$ cat config.mk
export PLATFORM = sky130hd
export DESIGN_NAME = mat_mul_ctrl
export DESIGN_NICKNAME = d
export VERILOG_FILES = /design/src/rtl/mat_mul_ctrl.sv
export SDC_FILE = /design/constraint.sdc
export NUM_CORES = 1
export LEC_CHECK = 0
export CAP_MARGIN = 0
export CORE_ASPECT_RATIO = 1.2
export CORE_UTILIZATION = 30
export CTS_CLUSTER_DIAMETER = 30
export DETAILED_ROUTE_END_ITERATION = 8
export PLACE_DENSITY = 0.68
export SLEW_MARGIN = 40
export SYNTH_ARGS = -nofsm -noshare
export SYNTH_HDL_FRONTEND = slang
export SYNTH_SLANG_ARGS = --single-unit
$ cat constraint.sdc
create_clock -name CLK -period 1.6 [get_ports CLK]
set_input_delay 0.48 -clock CLK [delete_from_list [all_inputs] [get_ports CLK]]
set_output_delay 0.48 -clock CLK [all_outputs]
set_load 0.01 [all_outputs]
$ cat src/rtl/mat_mul_ctrl.sv
// mat_mul_ctrl: sequences clear / stream / drain / done for an MxM systolic multiply.
// Optional abort input is compiled in when MAT_MUL_CTRL_ABORT_EN is defined.
module mat_mul_ctrl #(
    parameter int M = 3
) (
    input  logic                   CLK,
    input  logic                   RST,
    input  logic                   start,
`ifdef MAT_MUL_CTRL_ABORT_EN
    input  logic                   abort,
`endif
    output logic [$clog2(M)-1:0]   rd_addr,
    input  logic [8*M-1:0]         a_col,
    input  logic [8*M-1:0]         b_row,
    output logic [8*M-1:0]         a_feed,
    output logic [8*M-1:0]         b_feed,
    output logic                   acc_clr,
    output logic                   busy,
    output logic                   done
);

    localparam int AW = $clog2(M);
    localparam int CW = $clog2(2*M+1);

    // Last count value of STREAM (k = M-1) and of DRAIN (2M cycles)
    localparam logic [CW-1:0] K_LAST = CW'(M-1);
    localparam logic [CW-1:0] D_LAST = CW'(2*M-1);

    typedef enum logic [2:0] {
        S_IDLE,
        S_CLEAR,
        S_STREAM,
        S_DRAIN,
        S_DONE
    } state_t;

    state_t        state;
    state_t        state_nxt;
    logic [CW-1:0] cnt;
    logic          kill;

`ifdef MAT_MUL_CTRL_ABORT_EN
    assign kill = abort;
`else
    assign kill = 1'b0;
`endif

    // State register
    always_ff @(posedge CLK) begin
        if (RST) begin
            state <= S_IDLE;
        end else begin
            state <= state_nxt;
        end
    end

    // Next-state logic and Moore control outputs
    always_comb begin
        state_nxt = state;
        acc_clr   = 1'b0;
        busy      = 1'b1;
        done      = 1'b0;
        rd_addr   = '0;
        unique case (state)
            S_IDLE: begin
                busy = 1'b0;
                if (start) begin
                    state_nxt = S_CLEAR;
                end
            end
            S_CLEAR: begin
                acc_clr   = 1'b1;
                state_nxt = S_STREAM;
            end
            S_STREAM: begin
                rd_addr = cnt[AW-1:0];
                if (cnt == K_LAST) begin
                    state_nxt = S_DRAIN;
                end
            end
            S_DRAIN: begin
                if (cnt == D_LAST) begin
                    state_nxt = S_DONE;
                end
            end
            S_DONE: begin
                done      = 1'b1;
                state_nxt = S_IDLE;
            end
            default: begin
                busy      = 1'b0;
                state_nxt = S_IDLE;
            end
        endcase
        if (kill) begin
            state_nxt = S_IDLE;
        end
    end

    // Per-state cycle counter: zeroed on every transition and while idle
    always_ff @(posedge CLK) begin
        if (RST) begin
            cnt <= '0;
        end else if (state_nxt != state || state == S_IDLE) begin
            cnt <= '0;
        end else begin
            cnt <= cnt + 1'b1;
        end
    end

    // Operand feed registers: capture storage data only while streaming
    always_ff @(posedge CLK) begin
        if (RST) begin
            a_feed <= '0;
            b_feed <= '0;
        end else if (state == S_STREAM && !kill) begin
            a_feed <= a_col;
            b_feed <= b_row;
        end else begin
            a_feed <= '0;
            b_feed <= '0;
        end
    end

endmodule
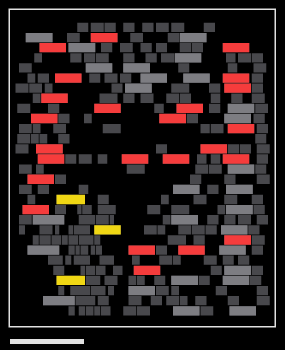
**Above:** sequential cells grouped by signal name.
Bar = 20 µm. Other sequential cells in the stronger gray, the rest of the logic in the fainter gray.
[red] `a_feed` | sequential cells: 24 | where: widely spread
[yellow] `cnt` | sequential cells: 3
not colored: 27

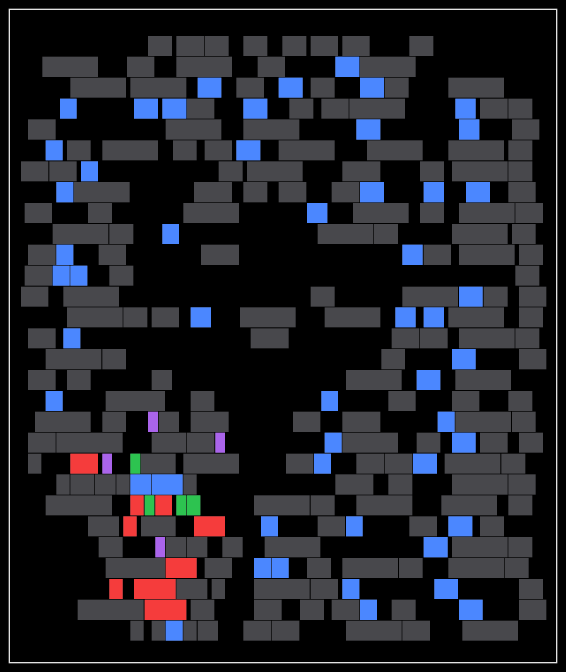
**Above:** selected gate families.
[green] nand cells | cells: 4
[red] nor cells | cells: 9 | where: south-west
[purple] inv cells | cells: 4
[blue] and/or cells | cells: 51 | where: widely spread

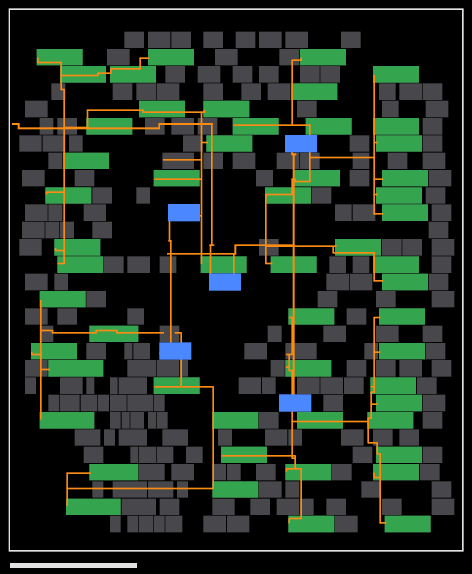
**Above:** clock wires, drivers and flops.
Bar = 20 µm.
[orange] clock wires | length: 603 µm
[blue] clock-net drivers | count: 5
[green] flip-flops | count: 54
flops lie: widely spread

==> results.sh <==
# implementation run metrics
export IMPL_yosys_warnings=0
export IMPL_clockPowerShare_pct=32.3
export IMPL_setup_worst_path_class="reg2out"
export IMPL_busiest_layer_in_global_routing="met2"
export IMPL_clockNetworkAreaShare_pct=3.63
export IMPL_switching_power_uw=551
export IMPL_share_comb_of_total_power_pct=12.5
export IMPL_n_all_buffers=112
export IMPL_synth_simple_area_share_pct=26.8
export IMPL_period_minus_slack_ns=1.59
export IMPL_postRouteAntennaNets=0
export IMPL_seq_area_share_pct=37.8
export IMPL_run_status="complete, but fails checks"
export IMPL_crit_start="cnt[1]"
export IMPL_wp_data_required_ns=1.12
export IMPL_sequential_share_of_the_synthesized_area_pct=62.9
export IMPL_cts_clk_slew_worst_paths_ns=0.09
export IMPL_maxSlewViolCount=0
export IMPL_post_route_drc_count=10
export IMPL_placementRows=29
export IMPL_crit_cells=3
export IMPL_area_growth_from_synthesis_to_layout_pct=68.5
export IMPL_power_per_cell_area_nw_per_um2=880
export IMPL_post_dp_cell_area_um2=2820
export IMPL_final_setup_skew_ns=0.00543
export IMPL_timing_rr_end="state[1]"
export IMPL_grt_pass1_vias=1215
export IMPL_synth_stat_cells=140
export IMPL_layout_top_cells="50 x sky130_fd_sc_hd__clkdlybuf4s50_1, 49 x sky130_fd_sc_hd__dfxtp_1, 48 x sky130_fd_sc_hd__dlygate4sd2_1, 21 x sky130_fd_sc_hd__and2_1, 20 x sky130_fd_sc_hd__and2_4"
export IMPL_grt_overflow_total=0
export IMPL_buf_share_pct=35.2
export IMPL_htree_num_levels=2
export IMPL_yosys_stat_area_um2=1720
export IMPL_die_area_um2=6040
export IMPL_worst_slew_pin_slew_ns=0.425
export IMPL_final_cycle_share_pct=99.2
export IMPL_grt_util_all_layers_pct=11.9
export IMPL_clock_insertion_delay_worst_skew_ns=0.30
export IMPL_synth_xor_xnor_area_share_pct=0.509
export IMPL_violations="DRC"
export IMPL_clock_buffers=7
export IMPL_clock_sinks=54
export IMPL_sequential_cell_area_um2=1090
export IMPL_timing_critical_path_slowest_cell_delay_ns=0.34
export IMPL_syn_instance_count=140
export IMPL_seq_cells=54
export IMPL_layout_nets=306
export IMPL_max_slew_margin_pct=71.6
export IMPL_design_area_um2=2900
export IMPL_clk_path_buf_depth=2
export IMPL_total_routed_wirelength_um=3570
export IMPL_hold_path_class="reg2reg"
export IMPL_final_util_pct=53.6
export IMPL_critical_path_slowest_cell="sky130_fd_sc_hd__dfxtp_2"
export IMPL_dr_iter_0_viols=30
export IMPL_power_largest_group="sequential cells"
export IMPL_routabilityCongestion=0.864
export IMPL_synth_adder_area_share_pct=2.18
export IMPL_grt_use_met2_pct=20.9
export IMPL_leakage_component_of_the_power_nw=1.40
export IMPL_die_width_um=71.1
export IMPL_die_height_um=84.9
export IMPL_post_place_ws_ns=-0.235
-- flip-flops by register name, indices dropped and copies added (netlist names) --
name / flops
cnt: 3
a_feed: 24
b_feed: 24
state: 3
-- synthesized netlist by cell type --
master,number,area (µm²)
sky130_fd_sc_hd__clkbuf_1,2,7.51
sky130_fd_sc_hd__nor2b_1,1,6.26
sky130_fd_sc_hd__nor2_4,1,11.3
sky130_fd_sc_hd__dfxtp_1,54,1080
sky130_fd_sc_hd__buf_6,2,22.5
sky130_fd_sc_hd__nor2_1,1,3.75
sky130_fd_sc_hd__and3_4,1,11.3
sky130_fd_sc_hd__inv_1,3,11.3
sky130_fd_sc_hd__nand3_1,1,5.00
sky130_fd_sc_hd__a211o_2,1,10.0
sky130_fd_sc_hd__a21o_2,1,8.76
sky130_fd_sc_hd__xnor2_1,1,8.76
sky130_fd_sc_hd__inv_2,1,3.75
sky130_fd_sc_hd__and2_1,21,131
sky130_fd_sc_hd__and3_2,1,7.51
sky130_fd_sc_hd__nand2_1,3,11.3
sky130_fd_sc_hd__ha_1,3,37.5
sky130_fd_sc_hd__nor4b_1,2,17.5
sky130_fd_sc_hd__and2_4,20,175
sky130_fd_sc_hd__buf_8,2,30.0
sky130_fd_sc_hd__nor3_1,4,20.0
sky130_fd_sc_hd__clkbuf_2,1,5.00
sky130_fd_sc_hd__a21oi_1,2,10.0
sky130_fd_sc_hd__o21ai_0,1,5.00
sky130_fd_sc_hd__a2111oi_0,2,17.5
sky130_fd_sc_hd__and2_2,8,60.1
-- stage by stage --
step                      hold WS, ns  instances
after floorplan                 0.454        140
after global placement          0.511        305
after detailed placement        0.522        305
after CTS                       0.536        314
after global routing            0.558        315
final                           0.516        315
